**src/rtl/pin_mux_ctrl.sv**
```systemverilog
// Sequential writer for the pin-mux map buses: applies MAP, UNMAP and CLEAR_ALL
// commands while keeping physical_map and logical_map a consistent one-to-one assignment.
module pin_mux_ctrl #(
  parameter int unsigned IO_PHYSICAL = 50,
  parameter int unsigned IO_LOGICAL  = 6
) (
  input  logic                     clk,
  input  logic                     rst,
  input  logic                     cmd_valid,
  output logic                     cmd_ready,
  input  logic [1:0]               cmd_op,
  input  logic [7:0]               cmd_logical,
  input  logic [7:0]               cmd_physical,
  output logic                     rsp_done,
  output logic                     rsp_error,
  output logic                     busy,
  output logic [IO_PHYSICAL*8-1:0] physical_map,
  output logic [IO_LOGICAL*8-1:0]  logical_map
);

  localparam int unsigned MaxPins = (IO_PHYSICAL > IO_LOGICAL) ? IO_PHYSICAL : IO_LOGICAL;
  localparam logic [7:0] NumPhys = 8'(IO_PHYSICAL);
  localparam logic [7:0] NumLog  = 8'(IO_LOGICAL);
  localparam logic [7:0] LastIdx = 8'(MaxPins - 1);
  localparam logic [7:0] Unmapped = 8'hFF;

  localparam logic [1:0] OpMap   = 2'd0;
  localparam logic [1:0] OpUnmap = 2'd1;
  localparam logic [1:0] OpClear = 2'd2;

  localparam logic [2:0] StIdle   = 3'd0;
  localparam logic [2:0] StUnlink = 3'd1;
  localparam logic [2:0] StLink   = 3'd2;
  localparam logic [2:0] StClear  = 3'd3;
  localparam logic [2:0] StResp   = 3'd4;

  logic [2:0] state_q, state_d;
  logic [1:0] op_q, op_d;
  logic [7:0] l_q, l_d;
  logic [7:0] p_q, p_d;
  logic [7:0] idx_q, idx_d;
  logic       err_q, err_d;
  logic       ready_q, ready_d;
  logic       busy_q, busy_d;
  logic       done_q, done_d;
  logic       rerr_q, rerr_d;
  logic [7:0] pm_q [IO_PHYSICAL];
  logic [7:0] pm_d [IO_PHYSICAL];
  logic [7:0] lm_q [IO_LOGICAL];
  logic [7:0] lm_d [IO_LOGICAL];
  logic [7:0] p_old;
  logic [7:0] l_old;

  // Current owners of the captured pins; FF when the captured index has no entry.
  always_comb begin
    p_old = Unmapped;
    for (int j = 0; j < IO_LOGICAL; j++) begin
      if (l_q == j[7:0]) p_old = lm_q[j];
    end
    l_old = Unmapped;
    for (int i = 0; i < IO_PHYSICAL; i++) begin
      if (p_q == i[7:0]) l_old = pm_q[i];
    end
  end

  always_comb begin
    state_d = state_q;
    op_d    = op_q;
    l_d     = l_q;
    p_d     = p_q;
    idx_d   = idx_q;
    err_d   = err_q;
    pm_d    = pm_q;
    lm_d    = lm_q;

    case (state_q)
      StIdle: begin
        if (cmd_valid && ready_q) begin
          op_d  = cmd_op;
          l_d   = cmd_logical;
          p_d   = cmd_physical;
          idx_d = 8'd0;
          err_d = 1'b0;
          case (cmd_op)
            OpMap: begin
              if (cmd_logical >= NumLog || cmd_physical >= NumPhys) begin
                err_d   = 1'b1;
                state_d = StResp;
              end else begin
                state_d = StUnlink;
              end
            end
            OpUnmap: begin
              if (cmd_logical >= NumLog) begin
                err_d   = 1'b1;
                state_d = StResp;
              end else begin
                state_d = StUnlink;
              end
            end
            OpClear: state_d = StClear;
            default: begin
              err_d   = 1'b1;
              state_d = StResp;
            end
          endcase
        end
      end
      StUnlink: begin
        // Out-of-range old owners (FF) match no entry, so they are skipped naturally.
        for (int i = 0; i < IO_PHYSICAL; i++) begin
          if (p_old == i[7:0]) pm_d[i] = Unmapped;
        end
        for (int j = 0; j < IO_LOGICAL; j++) begin
          if (op_q == OpMap && l_old == j[7:0]) lm_d[j] = Unmapped;
          if (l_q == j[7:0]) lm_d[j] = Unmapped;
        end
        state_d = (op_q == OpMap) ? StLink : StResp;
      end
      StLink: begin
        for (int j = 0; j < IO_LOGICAL; j++) begin
          if (l_q == j[7:0]) lm_d[j] = p_q;
        end
        for (int i = 0; i < IO_PHYSICAL; i++) begin
          if (p_q == i[7:0]) pm_d[i] = l_q;
        end
        state_d = StResp;
      end
      StClear: begin
        for (int i = 0; i < IO_PHYSICAL; i++) begin
          if (idx_q == i[7:0]) pm_d[i] = Unmapped;
        end
        for (int j = 0; j < IO_LOGICAL; j++) begin
          if (idx_q == j[7:0]) lm_d[j] = Unmapped;
        end
        idx_d = idx_q + 8'd1;
        if (idx_q == LastIdx) state_d = StResp;
      end
      StResp:  state_d = StIdle;
      default: state_d = StIdle;
    endcase

    ready_d = (state_d == StIdle);
    busy_d  = (state_d != StIdle);
    done_d  = (state_d == StResp);
    rerr_d  = (state_d == StResp) && err_d;
  end

  always_ff @(posedge clk or posedge rst) begin
    if (rst) begin
      state_q <= StIdle;
      op_q    <= OpMap;
      l_q     <= Unmapped;
      p_q     <= Unmapped;
      idx_q   <= 8'd0;
      err_q   <= 1'b0;
      ready_q <= 1'b1;
      busy_q  <= 1'b0;
      done_q  <= 1'b0;
      rerr_q  <= 1'b0;
      for (int i = 0; i < IO_PHYSICAL; i++) pm_q[i] <= Unmapped;
      for (int j = 0; j < IO_LOGICAL; j++) lm_q[j] <= Unmapped;
    end else begin
      state_q <= state_d;
      op_q    <= op_d;
      l_q     <= l_d;
      p_q     <= p_d;
      idx_q   <= idx_d;
      err_q   <= err_d;
      ready_q <= ready_d;
      busy_q  <= busy_d;
      done_q  <= done_d;
      rerr_q  <= rerr_d;
      pm_q    <= pm_d;
      lm_q    <= lm_d;
    end
  end

  assign cmd_ready = ready_q;
  assign busy      = busy_q;
  assign rsp_done  = done_q;
  assign rsp_error = rerr_q;

  for (genvar g = 0; g < IO_PHYSICAL; g++) begin : g_pm
    assign physical_map[g*8 +: 8] = pm_q[g];
  end
  for (genvar g = 0; g < IO_LOGICAL; g++) begin : g_lm
    assign logical_map[g*8 +: 8] = lm_q[g];
  end

endmodule
```
**config.mk**
```make
export PLATFORM = sky130hd
export DESIGN_NAME = pin_mux_ctrl
export DESIGN_NICKNAME = d
export VERILOG_FILES = /design/src/rtl/pin_mux_ctrl.sv
export SDC_FILE = /design/constraint.sdc
export NUM_CORES = 1
export LEC_CHECK = 0
export CORE_ASPECT_RATIO = 0.7
export CORE_UTILIZATION = 35
export CTS_CLUSTER_SIZE = 20
export DETAILED_ROUTE_END_ITERATION = 7
export GPL_ROUTABILITY_DRIVEN = 0
export GPL_TIMING_DRIVEN = 0
export REMOVE_ABC_BUFFERS = 1
export SLEW_MARGIN = 10
export SYNTH_ARGS = -nofsm -noshare
export SYNTH_HDL_FRONTEND = slang
export SYNTH_SLANG_ARGS = --single-unit
```
**constraint.sdc**
```tcl
create_clock -name clk -period 26.7 [get_ports clk]
set_input_delay 4.005 -clock clk [delete_from_list [all_inputs] [get_ports clk]]
set_output_delay 4.005 -clock clk [all_outputs]
set_load 0.1 [all_outputs]
```
Fig. 1: run 1, placed cells, one colour a class
The bar under the picture is 100 um long. Fill, decap, tap and diode cells in grey.
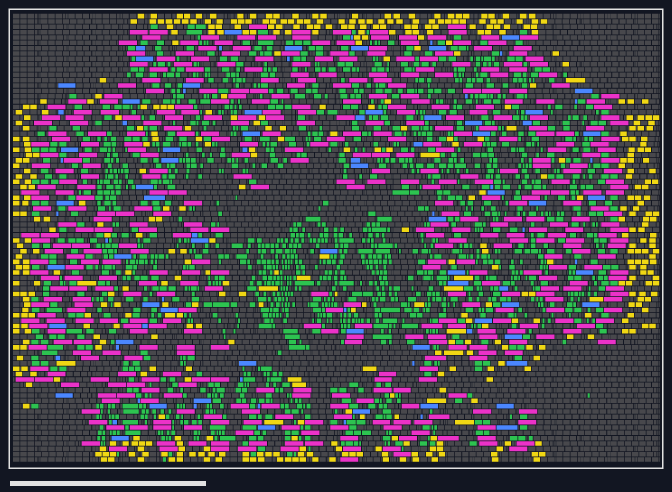
class	colour	cells	share of their area
other buffers and delay cells	yellow	505	16%
clock drivers and dummy loads	blue	97	5.2%
all other logic	green	1727	40%
flip-flops	magenta	482	39%
post-route cell area: 34080 um2
Core Box Area: 75250 um2

Fig. 2: run 1, power grid
Pins as bars on the die edge. Tap cells in grey.
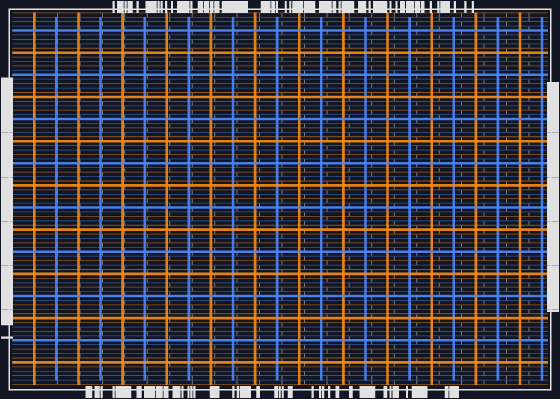
net	colour
VSS	orange
VDD	blue
met5 straps	16
rows	84
met1 rails	85
tap cells	989

==> flow_summary_export.csv, run 1 <==
group,metric,value,unit
clock_network,ctsHtreeMaxLevel,2,
floorplanning,num_tap_cells,989,
critical_path,cpPeakStageDelay,1.22,ns
grt,global_route.overflow_total,0,
finish,combGateArea,13020,um2
placed_design,place_hpwl,89950,um
run,max_cap_violations,0,
detailed_routing,ant_nets,0,
critical_path,critical_path.reg2reg.startpoint,"p_q[0]$_DFFE_PP1P_",
clock_network,clock_latency_on_the_worst_skew_pair,0.65,ns
critical_path,worstSetupStartpointType,"register",
clock_network,clkTransAtPathRegs,0.06,ns
finish,fillerInstances,6961,
detailed_routing,drc_violations_left,6,
clock_network,post-cts-setup-buffer-count,0,
synth,enable_flop_cells,0,
critical_path,critPathTopFamily,"buffers and inverters",
synth,synth.distinct_cells,106,
clock_network,cts-hold-fix-buffers,0,
run_status,violations_in_the_final_reports,"design-rule violations",
synth,synth_area_leader_cell,"sky130_fd_sc_hd__dfstp_2",
run_status,status,"finished, violations left",
worst_hold_path,min_path_type,"register to register",
clock_network,cts_tree,"yes",
grt,gr-usage-met1,42.83,%
final_timing,final.min_clock_period,6.542,ns
placed_design,dpl_cell_area,32360,um2
final_timing,relSlewSlack,9.720,%
final_timing,timing_worst_slew_pin_value,1.340,ns
final_timing,finalClockSkew,0.03158,ns
critical_path,regToRegSetupSlack,20.64,ns
Fig. 3: run 1, clock distribution
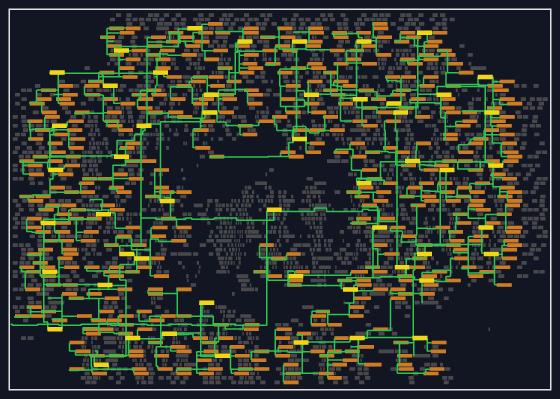
[cells driving clock nets] yellow | count: 52
[flip-flops] orange | count: 482
[clock wires] green | length: 7050 um
flops lie	widely spread

-- run 1: logic make-up (layout without fill, tap and decap cells) --
logic type,Yosys count,count (layout),synth area share [%]
AND/OR/NAND/NOR,530,530,11.40
buffers and inverters,274,636,4.485
AND-OR/OR-AND,739,739,18.31
flip-flops,482,482,47.41
multiplexers,419,419,18.18
XOR/XNOR,1,1,0.03285
adder cells (fa/ha/maj),4,4,0.1877
other,0,3,0
-- run 1: state kept, by name, summed over array words and instances (netlist names) --
register,flops
physical_map,400
logical_map,48
idx_q,8
l_q,8
p_q,8
state_q,3
op_q,2
busy,1
cmd_ready,1
err_q,1
rsp_done,1
rsp_error,1
-- run 1: layer usage --
layer / vias up / part of all wire [%]
met2: 1624 / 43
met4: 6 / 3.5
met5: - / 0.055
met3: 302 / 13
met1: 12440 / 41
li1: 9842 / -
==> run 2: changes to the inputs <==
clock period = 6.51 ns   (was 26.7 ns; I/O delays follow)
==> run 2 against run 1 <==
  * The flow now finishes without violations
  * Die size stayed put
  * First-iteration DRC count is 2.9% higher
  * Cell count hardly changed
  * Clock skew is 0.0014 ns lower
  * Utilization hardly changed
  * Clock-buffer cell count stayed put
  * Largest cell class unchanged
  * Highest routed layer unchanged
==> flow_summary_export.csv, run 2 <==
group,metric,value,unit
clock_network,post-cts-setup-buffer-count,0,
clock_network,cts_tree,"yes",
floorplanning,num_tap_cells,989,
placed_design,dpl_cell_area,32360,um2
synth,numSynthFlops,482,
critical_path,rr_worst_depth,11,
synth,synth_area_leader_cell,"sky130_fd_sc_hd__dfstp_2",
run,max_cap_violations,0,
final_timing,final.min_clock_period,6.085,ns
final_timing,finalClockSkew,0.03017,ns
synth,yosys-mux-area-fraction,18.18,%
final_timing,timing_worst_slew_pin_value,1.386,ns
detailed_routing,route.layer.met1.wl,52020,um
placed_design,place_hpwl,89950,um
synth,yosysMostFrequentCell,"sky130_fd_sc_hd__dfstp_2",
detailed_routing,drc_violations_left,0,
run_status,status,"finished, final reports clean",
critical_path,critical_path.reg2reg.startpoint,"p_q[0]$_DFFE_PP1P_",
final_timing,relSlewSlack,6.600,%
final_timing,hold_ws,0.4826,ns
grt,global_route.overflow_total,0,
synth,synth.comb.largest_family,"AND-OR/OR-AND gates",
synth,synth_warnings,0,
detailed_routing,ant_nets,0,
floorplanning,floorplan.core_area,75250,um2
synth,enable_flop_cells,0,
critical_path,worstSetupStartpointType,"register",
detailed_routing,top_routing_layer_used,"met5",
worst_hold_path,timing.hold.worst_path_depth,2,
finish,final_cells,3801,
clock_network,cts-hold-fix-buffers,0,
grt,gr-usage-met1,42.79,%
synth,syn-cell-area,26670,um2
final_timing,fmax,0.1643,GHz
floorplanning,design.portCount,473,
synth,synth.distinct_cells,106,
finish,largest_register_ff_count,400,
synth,post_synth_xor_area_fraction,0.03284,%
clock_network,ctsHtreeMaxLevel,2,
synth,simple_gate_area_share,11.40,%
clock_network,clkTransAtPathRegs,0.06,ns
critical_path,regToRegSetupSlack,0.43,ns
synth,post_synth_fa_ha_maj_area_fraction,0.1877,%
synth,compound_area_share,18.31,%
## run 2: worst max-delay path, cell delays in order, from the launching register on
cell and delay (ns):
sky130_fd_sc_hd__dfstp_4 1.12, sky130_fd_sc_hd__buf_16 0.34, sky130_fd_sc_hd__nand2b_1 1.03, sky130_fd_sc_hd__nor2_1 0.46, sky130_fd_sc_hd__a2bb2oi_1 0.47, sky130_fd_sc_hd__o21ai_0 0.13, sky130_fd_sc_hd__a41oi_1 0.78, sky130_fd_sc_hd__o2111ai_1 0.24
sky130_fd_sc_hd__a32oi_1 0.36, sky130_fd_sc_hd__nand4b_2 0.36, sky130_fd_sc_hd__o21ai_4 0.39, sky130_fd_sc_hd__o22a_1 0.21
Fig. 4: run 2, signal wires on met2
The bar under the picture is 100 um long.
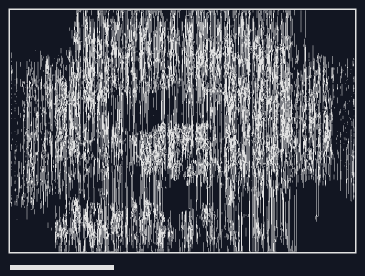
share of all routed wire	42%
longest straight run	92.5 um
nets with wire on the layer	2532

Fig. 5: run 2, power grid
Pins as bars on the die edge. Tap cells in grey.
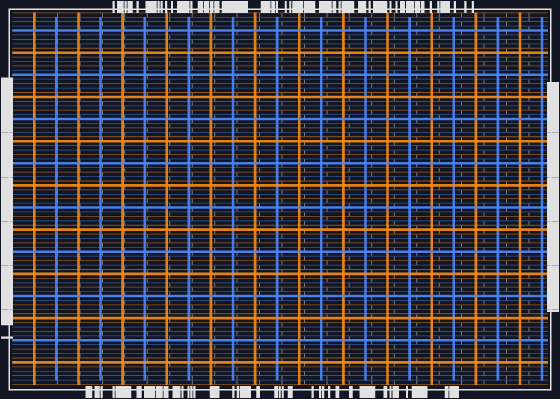
net	colour
VSS	orange
VDD	blue
rows	84
met5 straps	16
met4 straps	24

Fig. 6: run 2, placed cells, one colour a class
The bar under the picture is 100 um long. Fill, decap, tap and diode cells in grey.
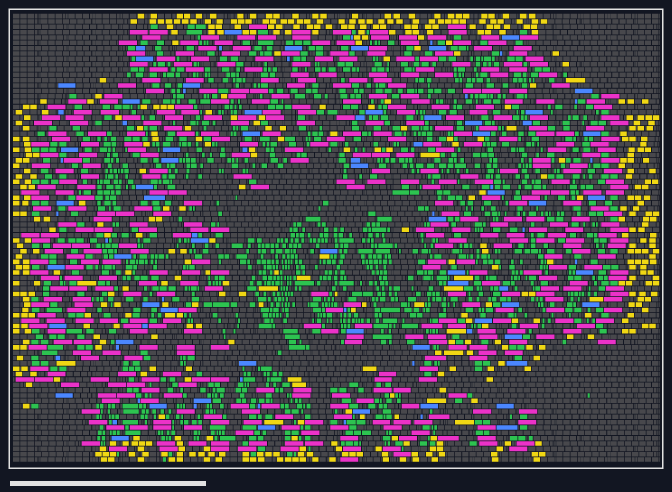
class	colour	cells	share of their area
other buffers and delay cells	yellow	505	16%
clock drivers and dummy loads	blue	97	5.2%
all other logic	green	1727	40%
flip-flops	magenta	482	39%
proportion of cell area occupied by registers: 37.15%
post-route cell area: 34080 um2
final core utilization: 45.29%
Rows: 84

